Figure 1. Register map, names as in the netlist.
Scale: 1 px per um.
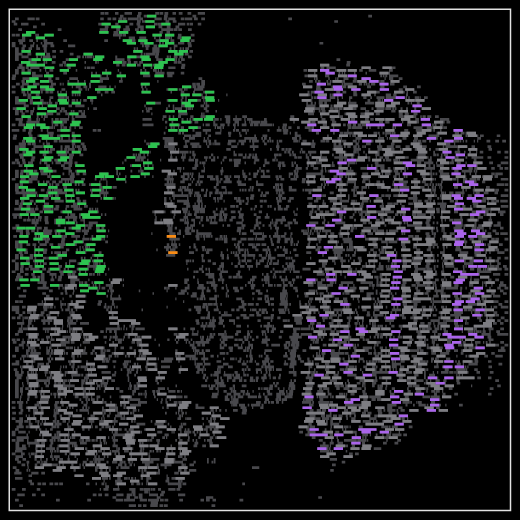
Figure 2. Congestion heat map.
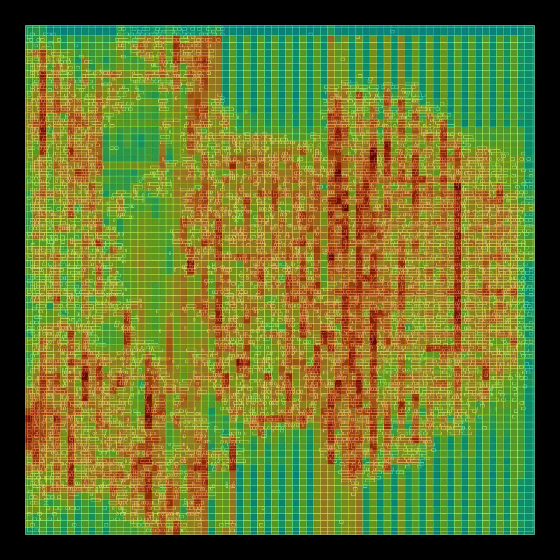
Figure 3. Metal 4.
Scale: 1 px per um. Supply wires on this layer in grey.
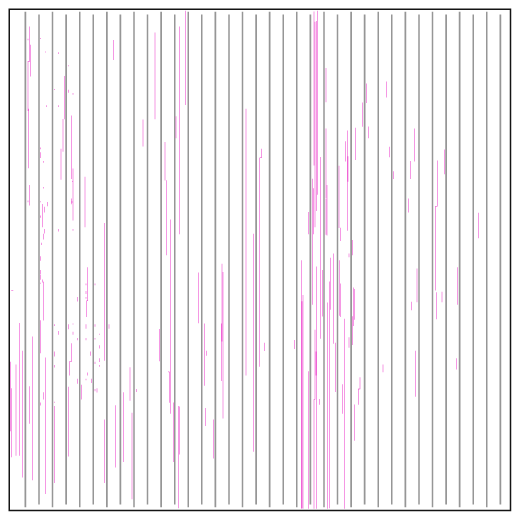
Figure 4. Signal wires by layer.
Scale: 1 px per um. Only two layers are drawn.
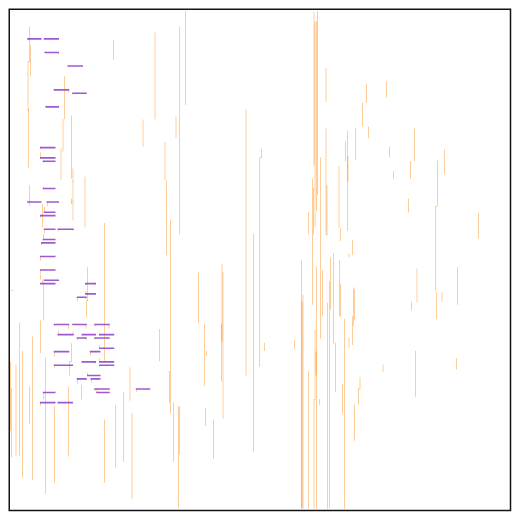
[src/rtl/mod_addsub_serial_if.sv]
// Operand/result handshake bundle for mod_addsub_serial.
interface mod_addsub_serial_if #(
  parameter int WIDTH = 256
);
  logic             in_valid;
  logic             in_ready;
  logic             op;
  logic [WIDTH-1:0] x;
  logic [WIDTH-1:0] y;
  logic             out_valid;
  logic             out_ready;
  logic [WIDTH-1:0] result;

  modport master (
    output in_valid, op, x, y, out_ready,
    input  in_ready, out_valid, result
  );

  modport slave (
    input  in_valid, op, x, y, out_ready,
    output in_ready, out_valid, result
  );
endinterface

[src/rtl/mod_addsub_serial.sv]
// Limb-serial modular adder/subtractor: raw sum/difference over NLIMB cycles,
// then one correction pass against MOD over another NLIMB cycles.
//
// state | meaning
// IDLE  | waiting for operands, in_ready=1
// CALC  | raw = x +/- y, one limb per cycle, LSB first
// CORR  | cand = raw -/+ MOD, one limb per cycle; pick raw or cand at the end
// DONE  | result presented, out_valid=1 until out_ready
module mod_addsub_serial #(
  parameter int               WIDTH = 256,
  parameter int               LIMB  = 64,
  parameter logic [WIDTH-1:0] MOD   = 256'hFFFFFFFFFFFFFFFFFFFFFFFFFFFFFFFFFFFFFFFFFFFFFFFFFFFFFFFEFFFFFC2F
) (
  input logic                clk,
  input logic                reset,
  mod_addsub_serial_if.slave bus
);
  localparam int NLIMB = WIDTH / LIMB;
  localparam int IW    = (NLIMB > 1) ? $clog2(NLIMB) : 1;
  localparam logic [IW-1:0] LAST = IW'(NLIMB - 1);

  localparam logic [1:0] IDLE = 2'd0;
  localparam logic [1:0] CALC = 2'd1;
  localparam logic [1:0] CORR = 2'd2;
  localparam logic [1:0] DONE = 2'd3;

  logic [1:0]       state;
  logic [WIDTH-1:0] xr;     // x operand, shifted down one limb per CALC cycle
  logic [WIDTH-1:0] yr;     // y operand in CALC, then MOD in CORR
  logic [WIDTH-1:0] raw;    // raw sum/difference; rotates in CORR so it ends unchanged
  logic [WIDTH-1:0] cand;   // corrected candidate, filled from the top
  logic [WIDTH-1:0] res;
  logic             opr;
  logic             c;      // running carry/borrow of the current pass
  logic             c1;     // final carry/borrow of the CALC pass
  logic [IW-1:0]    idx;

  logic [LIMB-1:0]  a_l;
  logic [LIMB-1:0]  b_l;
  logic             sub_l;
  logic [LIMB:0]    lsum;
  logic [WIDTH-1:0] raw_in;
  logic [WIDTH-1:0] raw_rot;
  logic [WIDTH-1:0] cand_in;
  logic             use_cand;

  // Shared limb adder: CALC does x +/- y, CORR does raw -/+ MOD (opposite sense).
  always_comb begin
    a_l   = (state == CORR) ? raw[LIMB-1:0] : xr[LIMB-1:0];
    b_l   = yr[LIMB-1:0];
    sub_l = (state == CORR) ? ~opr : opr;
    if (sub_l)
      lsum = {1'b0, a_l} - {1'b0, b_l} - {{LIMB{1'b0}}, c};
    else
      lsum = {1'b0, a_l} + {1'b0, b_l} + {{LIMB{1'b0}}, c};
    raw_in   = (raw >> LIMB) | (WIDTH'(lsum[LIMB-1:0]) << (WIDTH - LIMB));
    raw_rot  = (raw >> LIMB) | (raw << (WIDTH - LIMB));
    cand_in  = (cand >> LIMB) | (WIDTH'(lsum[LIMB-1:0]) << (WIDTH - LIMB));
    // add: subtract MOD on overflow or when raw >= MOD (no final borrow)
    // sub: add MOD back only when the raw difference borrowed
    use_cand = opr ? c1 : (c1 | ~lsum[LIMB]);
  end

  // Sequencer and datapath registers.
  always_ff @(posedge clk or posedge reset) begin
    if (reset) begin
      state <= IDLE;
      xr    <= '0;
      yr    <= '0;
      raw   <= '0;
      cand  <= '0;
      res   <= '0;
      opr   <= 1'b0;
      c     <= 1'b0;
      c1    <= 1'b0;
      idx   <= '0;
    end else begin
      case (state)
        IDLE: begin
          if (bus.in_valid) begin
            xr    <= bus.x;
            yr    <= bus.y;
            opr   <= bus.op;
            idx   <= '0;
            c     <= 1'b0;
            c1    <= 1'b0;
            state <= CALC;
          end
        end
        CALC: begin
          raw <= raw_in;
          xr  <= xr >> LIMB;
          if (idx == LAST) begin
            idx   <= '0;
            c     <= 1'b0;
            c1    <= lsum[LIMB];
            yr    <= MOD;
            state <= CORR;
          end else begin
            idx <= idx + IW'(1);
            c   <= lsum[LIMB];
            yr  <= yr >> LIMB;
          end
        end
        CORR: begin
          raw  <= raw_rot;
          cand <= cand_in;
          yr   <= yr >> LIMB;
          c    <= lsum[LIMB];
          if (idx == LAST) begin
            idx   <= '0;
            res   <= use_cand ? cand_in : raw_rot;
            state <= DONE;
          end else begin
            idx <= idx + IW'(1);
          end
        end
        DONE: begin
          if (bus.out_ready)
            state <= IDLE;
        end
        default: state <= IDLE;
      endcase
    end
  end

  assign bus.in_ready  = (state == IDLE);
  assign bus.out_valid = (state == DONE);
  assign bus.result    = res;
endmodule
[src/flat_wrapper.sv]
// flat-port wrapper written by rule: the top's interface ports become plain ports
module mod_addsub_serial_flat 
#(
  parameter int               WIDTH = 256,
  parameter int               LIMB  = 64,
  parameter logic [WIDTH-1:0] MOD   = 256'hFFFFFFFFFFFFFFFFFFFFFFFFFFFFFFFFFFFFFFFFFFFFFFFFFFFFFFFEFFFFFC2F
)
  (clk, reset, bus_in_valid, bus_op, bus_x, bus_y, bus_out_ready, bus_in_ready, bus_out_valid, bus_result);
  mod_addsub_serial_if #(.WIDTH(WIDTH)) bus_i ();
  input logic clk;
  input logic reset;
  input wire logic [$bits(bus_i.in_valid)-1:0] bus_in_valid;
  input wire logic [$bits(bus_i.op)-1:0] bus_op;
  input wire logic [$bits(bus_i.x)-1:0] bus_x;
  input wire logic [$bits(bus_i.y)-1:0] bus_y;
  input wire logic [$bits(bus_i.out_ready)-1:0] bus_out_ready;
  output wire logic [$bits(bus_i.in_ready)-1:0] bus_in_ready;
  output wire logic [$bits(bus_i.out_valid)-1:0] bus_out_valid;
  output wire logic [$bits(bus_i.result)-1:0] bus_result;
  assign bus_i.in_valid = bus_in_valid;
  assign bus_i.op = bus_op;
  assign bus_i.x = bus_x;
  assign bus_i.y = bus_y;
  assign bus_i.out_ready = bus_out_ready;
  assign bus_in_ready = bus_i.in_ready;
  assign bus_out_valid = bus_i.out_valid;
  assign bus_result = bus_i.result;
  mod_addsub_serial #(.WIDTH(WIDTH), .LIMB(LIMB), .MOD(MOD)) u_core (.clk(clk), .reset(reset), .bus(bus_i));
endmodule
[config.mk]
export PLATFORM = sky130hd
export DESIGN_NAME = mod_addsub_serial_flat
export DESIGN_NICKNAME = d
export VERILOG_FILES = /design/src/rtl/mod_addsub_serial_if.sv /design/src/rtl/mod_addsub_serial.sv /design/src/flat_wrapper.sv
export SDC_FILE = /design/constraint.sdc
export NUM_CORES = 2
export LEC_CHECK = 0
export CORE_MARGIN = 1.5
export CORE_UTILIZATION = 25
export CTS_BUF_LIST = sky130_fd_sc_hd__clkbuf_4 sky130_fd_sc_hd__clkbuf_8 sky130_fd_sc_hd__clkbuf_16
export DETAILED_ROUTE_END_ITERATION = 10
export GPL_TIMING_DRIVEN = 0
export PLACE_DENSITY_LB_ADDON = 0.25
export SYNTH_ARGS = -nofsm -noshare
export SYNTH_HDL_FRONTEND = slang
export SYNTH_SLANG_ARGS = --single-unit
[constraint.sdc]
create_clock -name clk -period 40.6 [get_ports clk]
set_input_delay 8.12 -clock clk [delete_from_list [all_inputs] [get_ports clk]]
set_output_delay 8.12 -clock clk [all_outputs]
set_load 0.005 [all_outputs]
==> impl_metrics.tcl <==
# metrics dict for downstream scripts
set metrics [dict create \
    ys_sh_aoi_pct 17.6 \
    ys_sh_adder_pct 4.04 \
    route.antenna.remaining_nets 0 \
    clock_skew_ns 0.0364 \
    top_cell "dfrtp_1" \
    grt_setup_unrepaired "false" \
    grt_overflow 0 \
    r2r-end "u_core.bus.result[132]" \
    place_area_um2 74200 \
    largest_class "sequential cells" \
    netlist_area_um2 61700 \
    final_nets 8226 \
    fillers 25747 \
    die_w_um 500 \
    grt_pass1_vias 54822 \
    ys_warn_count 0 \
    use_met1_pct 31.4 \
    fmax_ghz 0.0876 \
    path_common_cell "clkbuf_1" \
    final_cell_mix "dfrtp_1 (1223), nand2_1 (894), clkdlybuf4s50_1 (774)" \
    cp-end-kind "flop" \
    grt-busiest-layer "met2" \
    wl_met1_um 133000 \
    crit_required_ns 41.31 \
    reg2reg_slack_ns 29.35 \
    remaining_drc_errors 0 \
    n_antenna_cell 20 \
    topRoutingLayerUsed "met5" \
    first_pass_iters 6 \
    period_used_pct 28.1 \
    h-tree-depth 4 \
    max_stage_delay_ns 0.87 \
    worstHoldPathCells 2 \
    well_tap_count 3220 \
    logic_gates 4646 \
    grt_max_degree 44 \
    path_clk_slew_ns 0.05 \
    r2r_cells 23 \
    r2r_start "u_core.state[0]" \
    cpLargestDelayFamily "buffers and inverters" \
    whs_endpoint "u_core.xr[166]" \
    final_max_slew_viol_count 11 \
    syn_avg_cell_area_um2 9.41 \
    worstPathMaxFanout 11 \
    ys_cells 6553 \
    wl_per_cell_um 27.7 \
    final-setup-viol-count 0 \
    fin_ws_ns 29.18 \
    final-nonclk-buf-share_pct 13.0 \
    synth-async-reset-ratio_pct 100 \
    postCtsSetupBuffers 0 \
    flops 1223 \
    synthToLayoutAreaGrowth_pct 28.5 \
    synthFlopType "dfrtp_1" \
    clock-sinks 1223 \
    inv_count 219 \
    muxShareOfSynthArea_pct 10.6 \
    crit_start "bus_in_valid" \
    cp.buffers_inverters 6 \
    synth_cell_types 78 \
    dp_cells 10584 \
    hold_violations 0 \
    grt_pass1_wl_um 420000 \
    violations "max-capacitance violations, max-slew violations" \
    syn_inst 6553 \
    port_buffers 774 \
    ys_ff 1223 \
    io_pins 775 \
    layout-drive-gt1-share_pct 9.97 \
    relSlewSlack_pct -2.73 \
    top_area_share_pct 49.6 \
    synth_seq_share_pct 49.6 \
    route.met2.wl_um 136000 \
    place_congestion 0.930 \
    cts_tree "yes" \
    cap_viol_max_count 1 \
    ctsRootBufferMaster "clkbuf_16" \
    final-comb-area_um2 28500 \
    die.size.y_um 500 \
    cp.arrival_ns 12.13 \
    crit_cells 10 \
    cts-resized-gates 0 \
    layout_top_cell "dfrtp_1" \
    tightestPinTransition_ns 1.54 \
    drt-vias-per-instance 5.02 \
    holdCritPathClass "reg -> reg" \
    dp_hpwl_um 250000 \
    clk_latency_ns 0.83 \
    comb_share_pct 35.9 \
    yosysChipArea_um2 61700 \
    hold_start "u_core.xr[166]" \
    fp_util_pct 25.1 \
    std_cell_rows 182 \
    clk_path_buf_depth 3 \
    outcome "finished, violations left" \
    drt_iter0_markers 3915 \
    holdWs_ns 0.477 \
    seq-cell-share_pct 38.6 \
    setup.worst_path.end "u_core.c1" \
    top_cells_by_count "dfrtp_1 (1223), nand2_1 (894), a21oi_1 (675), nor2_1 (661), o21ai_0 (615)" \
    cpMaxStageDelayCell "clkbuf_1" \
    top_area_cell "dfrtp_1" \
    core-area_um2 246000 \
    finalInstanceArea_um2 79300 \
    die_area_um2 250000 \
]
## Picture notes: Figure 1
legend:
  green:
    netlist_name: u_core.xr
    placed_flops: 256
  purple:
    netlist_name: u_core.cand
    placed_flops: 192
  orange:
    netlist_name: u_core.state
    placed_flops: 2
not coloured: 773
Layout Utilization: 32.3%
area occupied by registers: 30600 um^2

## Picture notes: Figure 2
met2 usage: 37.3%
total track usage: 23.6%

## Picture notes: Figure 3
share of all routed wire: 3.0%
nets with wire on the layer: 133
main direction: vertical
longest straight run: 267 um
wire length on this layer: 8930 um
WL final: 301000 um
DR vias: 54.6k

## Picture notes: Figure 4
legend:
  orange:
    layer: met4
    wire_length: 8930 um
  purple:
    layer: met5
    wire_length: 625 um

